Figure 1. Sequential cells grouped by signal name.
Drawn at 4 px/um. Other sequential cells in the stronger grey, the rest of the logic in the fainter grey.
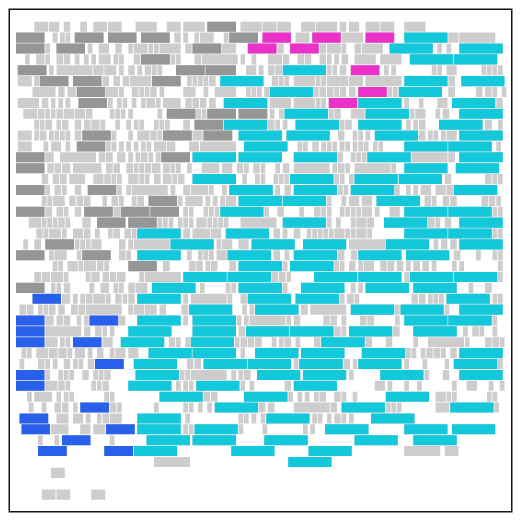
Figure 2. Track usage over the die.
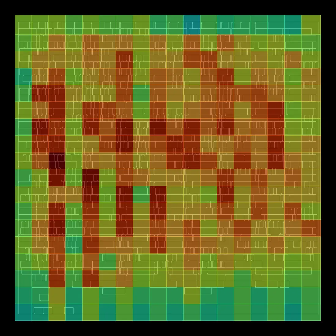
Figure 3. Met1 routing.
Drawn at 2 px/um.
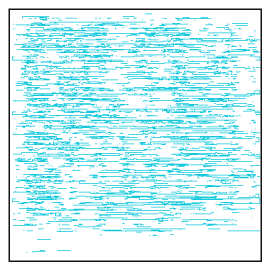
`src/rtl/psx_state_loader.sv`:
```
// psx_state_loader: parses framed controller-state packets from a byte stream
// and commits a verified payload to the state RAM one byte per cycle.
module psx_state_loader #(
  parameter int MAX_BYTES    = 18,
  parameter int TIMEOUT_BITS = 16
) (
  input  logic       clk,
  input  logic       reset,
  input  logic [7:0] in_data,
  input  logic       in_valid,
  output logic       in_ready,
  output logic [4:0] write_addr,
  output logic [7:0] write_data,
  output logic       write_en,
  output logic       frame_ok,
  output logic       frame_err,
  output logic       busy
);

  typedef enum logic [2:0] {
    S_HUNT,
    S_LEN,
    S_DATA,
    S_CHK,
    S_COMMIT
  } state_t;

  localparam logic [7:0] MAX8 = 8'(MAX_BYTES);
  localparam logic [TIMEOUT_BITS-1:0] T_ONE = TIMEOUT_BITS'(1);
  // Last idle count before the counter saturates; an idle edge here aborts.
  localparam logic [TIMEOUT_BITS-1:0] T_LAST = ~T_ONE;

  state_t state, state_n;

  logic [5:0] len, len_n;
  logic [5:0] idx, idx_n;
  logic [5:0] cidx, cidx_n;
  logic [7:0] xsum, xsum_n;
  logic [TIMEOUT_BITS-1:0] tcnt, tcnt_n;

  logic       wen_n, ok_n, err_n, busy_n;
  logic [4:0] waddr_n;
  logic [7:0] wdata_n;
  logic       shadow_we;
  logic       accept;

  logic [7:0] shadow [MAX_BYTES];

  assign in_ready = (state != S_COMMIT);
  assign accept   = in_valid && in_ready;

  // Next-state, datapath updates and next values of registered outputs.
  always_comb begin
    state_n   = state;
    len_n     = len;
    idx_n     = idx;
    cidx_n    = cidx;
    xsum_n    = xsum;
    tcnt_n    = '0;
    wen_n     = 1'b0;
    waddr_n   = write_addr;
    wdata_n   = write_data;
    ok_n      = 1'b0;
    err_n     = 1'b0;
    shadow_we = 1'b0;

    if ((state == S_LEN || state == S_DATA || state == S_CHK) && !accept) begin
      if (tcnt == T_LAST) begin
        err_n   = 1'b1;
        state_n = S_HUNT;
      end else begin
        tcnt_n = tcnt + T_ONE;
      end
    end

    unique case (state)
      S_HUNT: begin
        if (accept && in_data == 8'hA5)
          state_n = S_LEN;
      end
      S_LEN: begin
        if (accept) begin
          if (in_data == 8'h00 || in_data > MAX8) begin
            err_n   = 1'b1;
            state_n = S_HUNT;
          end else begin
            len_n   = in_data[5:0];
            xsum_n  = in_data;
            idx_n   = '0;
            state_n = S_DATA;
          end
        end
      end
      S_DATA: begin
        if (accept) begin
          shadow_we = 1'b1;
          xsum_n    = xsum ^ in_data;
          idx_n     = idx + 6'd1;
          if (idx + 6'd1 == len)
            state_n = S_CHK;
        end
      end
      S_CHK: begin
        if (accept) begin
          if (in_data == xsum) begin
            state_n = S_COMMIT;
            wen_n   = 1'b1;
            waddr_n = 5'd0;
            wdata_n = shadow[5'd0];
            cidx_n  = 6'd1;
          end else begin
            err_n   = 1'b1;
            state_n = S_HUNT;
          end
        end
      end
      S_COMMIT: begin
        if (cidx == len) begin
          ok_n    = 1'b1;
          state_n = S_HUNT;
        end else begin
          wen_n   = 1'b1;
          waddr_n = cidx[4:0];
          wdata_n = shadow[cidx[4:0]];
          cidx_n  = cidx + 6'd1;
        end
      end
      default: state_n = S_HUNT;
    endcase

    busy_n = (state_n != S_HUNT);
  end

  // State, counters and registered outputs.
  always_ff @(posedge clk) begin
    if (reset) begin
      state      <= S_HUNT;
      len        <= '0;
      idx        <= '0;
      cidx       <= '0;
      xsum       <= '0;
      tcnt       <= '0;
      write_en   <= 1'b0;
      write_addr <= '0;
      write_data <= '0;
      frame_ok   <= 1'b0;
      frame_err  <= 1'b0;
      busy       <= 1'b0;
    end else begin
      state      <= state_n;
      len        <= len_n;
      idx        <= idx_n;
      cidx       <= cidx_n;
      xsum       <= xsum_n;
      tcnt       <= tcnt_n;
      write_en   <= wen_n;
      write_addr <= waddr_n;
      write_data <= wdata_n;
      frame_ok   <= ok_n;
      frame_err  <= err_n;
      busy       <= busy_n;
    end
  end

  // Shadow buffer capture; unreset since only staged entries are read.
  always_ff @(posedge clk) begin
    if (shadow_we)
      shadow[idx[4:0]] <= in_data;
  end

endmodule

```
`config.mk`:
```
export PLATFORM = sky130hd
export DESIGN_NAME = psx_state_loader
export DESIGN_NICKNAME = d
export VERILOG_FILES = /design/src/rtl/psx_state_loader.sv
export SDC_FILE = /design/constraint.sdc
export NUM_CORES = 1
export LEC_CHECK = 0
export ABC_AREA = 1
export CAP_MARGIN = 40
export CORE_MARGIN = 1
export CORE_UTILIZATION = 60
export DETAILED_ROUTE_END_ITERATION = 10
export GPL_ROUTABILITY_DRIVEN = 0
export PLACE_DENSITY = 0.8
export SLEW_MARGIN = 0
export SYNTH_ARGS = -nofsm -noshare
export SYNTH_HDL_FRONTEND = slang
export SYNTH_SLANG_ARGS = --single-unit
```
`constraint.sdc`:
```
create_clock -name clk -period 3.9 [get_ports clk]
set_input_delay 1.17 -clock clk [delete_from_list [all_inputs] [get_ports clk]]
set_output_delay 1.17 -clock clk [all_outputs]
set_load 0.1 [all_outputs]
```
==> flow_metrics.tcl <==
# place-and-route summary
set metrics [dict create \
    power_mw 4.39 \
    n_clock_buffer 29 \
    cp-end-kind "flip-flop" \
    top_area_cell "edfxtp_1" \
    die-area_um2 15700 \
    rsz0062_at_grt "false" \
    cts_resized 0 \
    ys_sh_aoi_pct 7.79 \
    dp_hpwl_um 13900 \
    synth_flop_count 211 \
    xor_share_pct 1.92 \
    path_delay_family "simple AND/OR/NAND/NOR gates" \
    comb_area_um2 3030 \
    initCoreUtil_pct 62.0 \
    drc 0 \
    critical_path_buf_inv_count 1 \
    final_cell_mix "237 x nand2_1, 149 x nor2_1, 144 x edfxtp_1, 87 x nand3_1, 70 x o21ai_0" \
    post-cts-setup-buffers 0 \
    crit_chain "clkdlybuf4s50_1 > xnor2_1 > nand2_1 > nor3_1 > nand3_1 > nand2_2 > o21ai_0 > a21oi_1" \
    worstHoldPathType "reg -> reg" \
    reg2reg_from "state[1]" \
    critical_path_arrival_ns 3.38 \
    area_leaders "edfxtp_1 47%, dfxtp_1 15%, nand2_1 9.8%" \
    syn_avg_cell_area_um2 9.41 \
    cts_root_buffer "clkbuf_16" \
    cpPeakStageDelay_ns 0.64 \
    first_global_vias 6811 \
    postLayoutCellArea_um2 10600 \
    route.final.wire_length_um 21700 \
    tool_warnings 30 \
    antenna_found_initial 0 \
    slew_headroom_pct 42.9 \
    leakage_nw 4.09 \
    htree_levels 1 \
    die_h_um 125 \
    start_kind "input pin" \
    worst_slew_pin_slew_ns 0.856 \
    r2r_setup_slack_ns 1.50 \
    vias 7137 \
    non_clock_inverter_count 58 \
    top_cells_by_count "237 x nand2_1, 149 x nor2_1, 144 x edfxtp_1" \
    fin_hold_ws_ns 0.461 \
    finalMaxSlewViolations 0 \
    crit_fanout 25 \
    core-area_um2 14700 \
    worst_slack_ns 0.929 \
    top_cell_area_share_pct 47.5 \
    ys_seq_share_pct 62.2 \
    yosysMostFrequentCell "nand2_1" \
    reg2reg_to "shadow[6][2]" \
    outcome "complete, no violations" \
    mux_area_share_pct 0 \
    ir_worst_vdd_v 0.000404 \
    async_flop_share_pct 0 \
    place_ws_ns 0.490 \
    topCombFamilyByArea "simple AND/OR/NAND/NOR gates" \
    ys_area_um2 9110 \
    overflow 0 \
    firstDrtPassIters 8 \
    cp-startpoint "in_data[7]" \
    seq_share_pct 53.5 \
    finalHoldViolCount 0 \
    drive_gt1_share_pct 9.27 \
    dp.cells 1190 \
    nNonClkBuffers 78 \
    max_freq_mhz 337 \
    yosys_warnings 0 \
    syn_nets 986 \
    drt-vias-per-instance 5.80 \
    logic_gates 659 \
    final_cells 1230 \
    grt_pass1_wl_um 34300 \
    fin_tns_setup_ns 0 \
    antenna_cells 0 \
    grt_usage_pct 28.4 \
    cts.hold.buffers_added 0 \
    drtIter0Drc 731 \
    worstSetupPathDepth 8 \
    period_used_pct 76.2 \
    edf_count 144 \
    die_w_um 125 \
    pin_count 29 \
    grt_max_degree 65 \
    nNetsFinal 1048 \
    simple_gate_area_share_pct 22.6 \
    ys_cells 968 \
    hold_depth 2 \
    port-buffer-count 28 \
    finalSetupViolations 0 \
    yosys.area_share.adder_pct 0.961 \
    timing_worst_setup_path_type "in -> reg" \
    yosys.cell_types.count 37 \
    comb-cell-share_pct 28.6 \
    required_ns 4.31 \
    cts_buffers 22 \
    ff_type "edfxtp_1" \
]
Back to the opening pictures, Figure 1:
Magenta is write_data, sequential cells 8. Cyan is shadow, sequential cells 144. Blue is tcnt, sequential cells 16, where south-west.
Another 43 sequential cells are not coloured.

Back to the opening pictures, Figure 2:
mean routed wirelength per cell: 17.6 um
GR met2 Demand/Resource: 47.8%
Util after Layout: 72.1%

Back to the opening pictures, Figure 3:
981 nets have wire on it. The wires run mostly horizontal. The longest straight run is 48.3 um.

==> worst reg2reg max path, stage by stage, from the launching register on <==
cell     delay, ns
dfxtp_1       0.40
inv_2         0.08
nor3_4        0.40
inv_4         0.18
nor2_8        0.19
nand2_1       0.17
nor2_1        0.60
==> power breakdown <==
part           internal (mW)  switching [mW]
combinational         0.0241          0.0572
sequential              2.39       0.0000866
clock                   1.11           0.810
==> layer usage <==
metal	GRT usage, %	up-vias	share of wire, %
met4	13.3	0	4.7
met3	3.85	78	8.0
met2	47.8	340	47
li1	-	3389	-
met1	36.6	3330	40
met5	0	-	0
==> flip-flops by register name (all words and copies together), names as in the netlist, named ones only <==
signal	count
state	3
cidx	6
len	6
write_data	8
xsum	8
write_addr	5
frame_ok	1
idx	6
busy	1
write_en	1
frame_err	1
shadow	144
tcnt	16
Power is estimated from default activity; no workload was simulated.
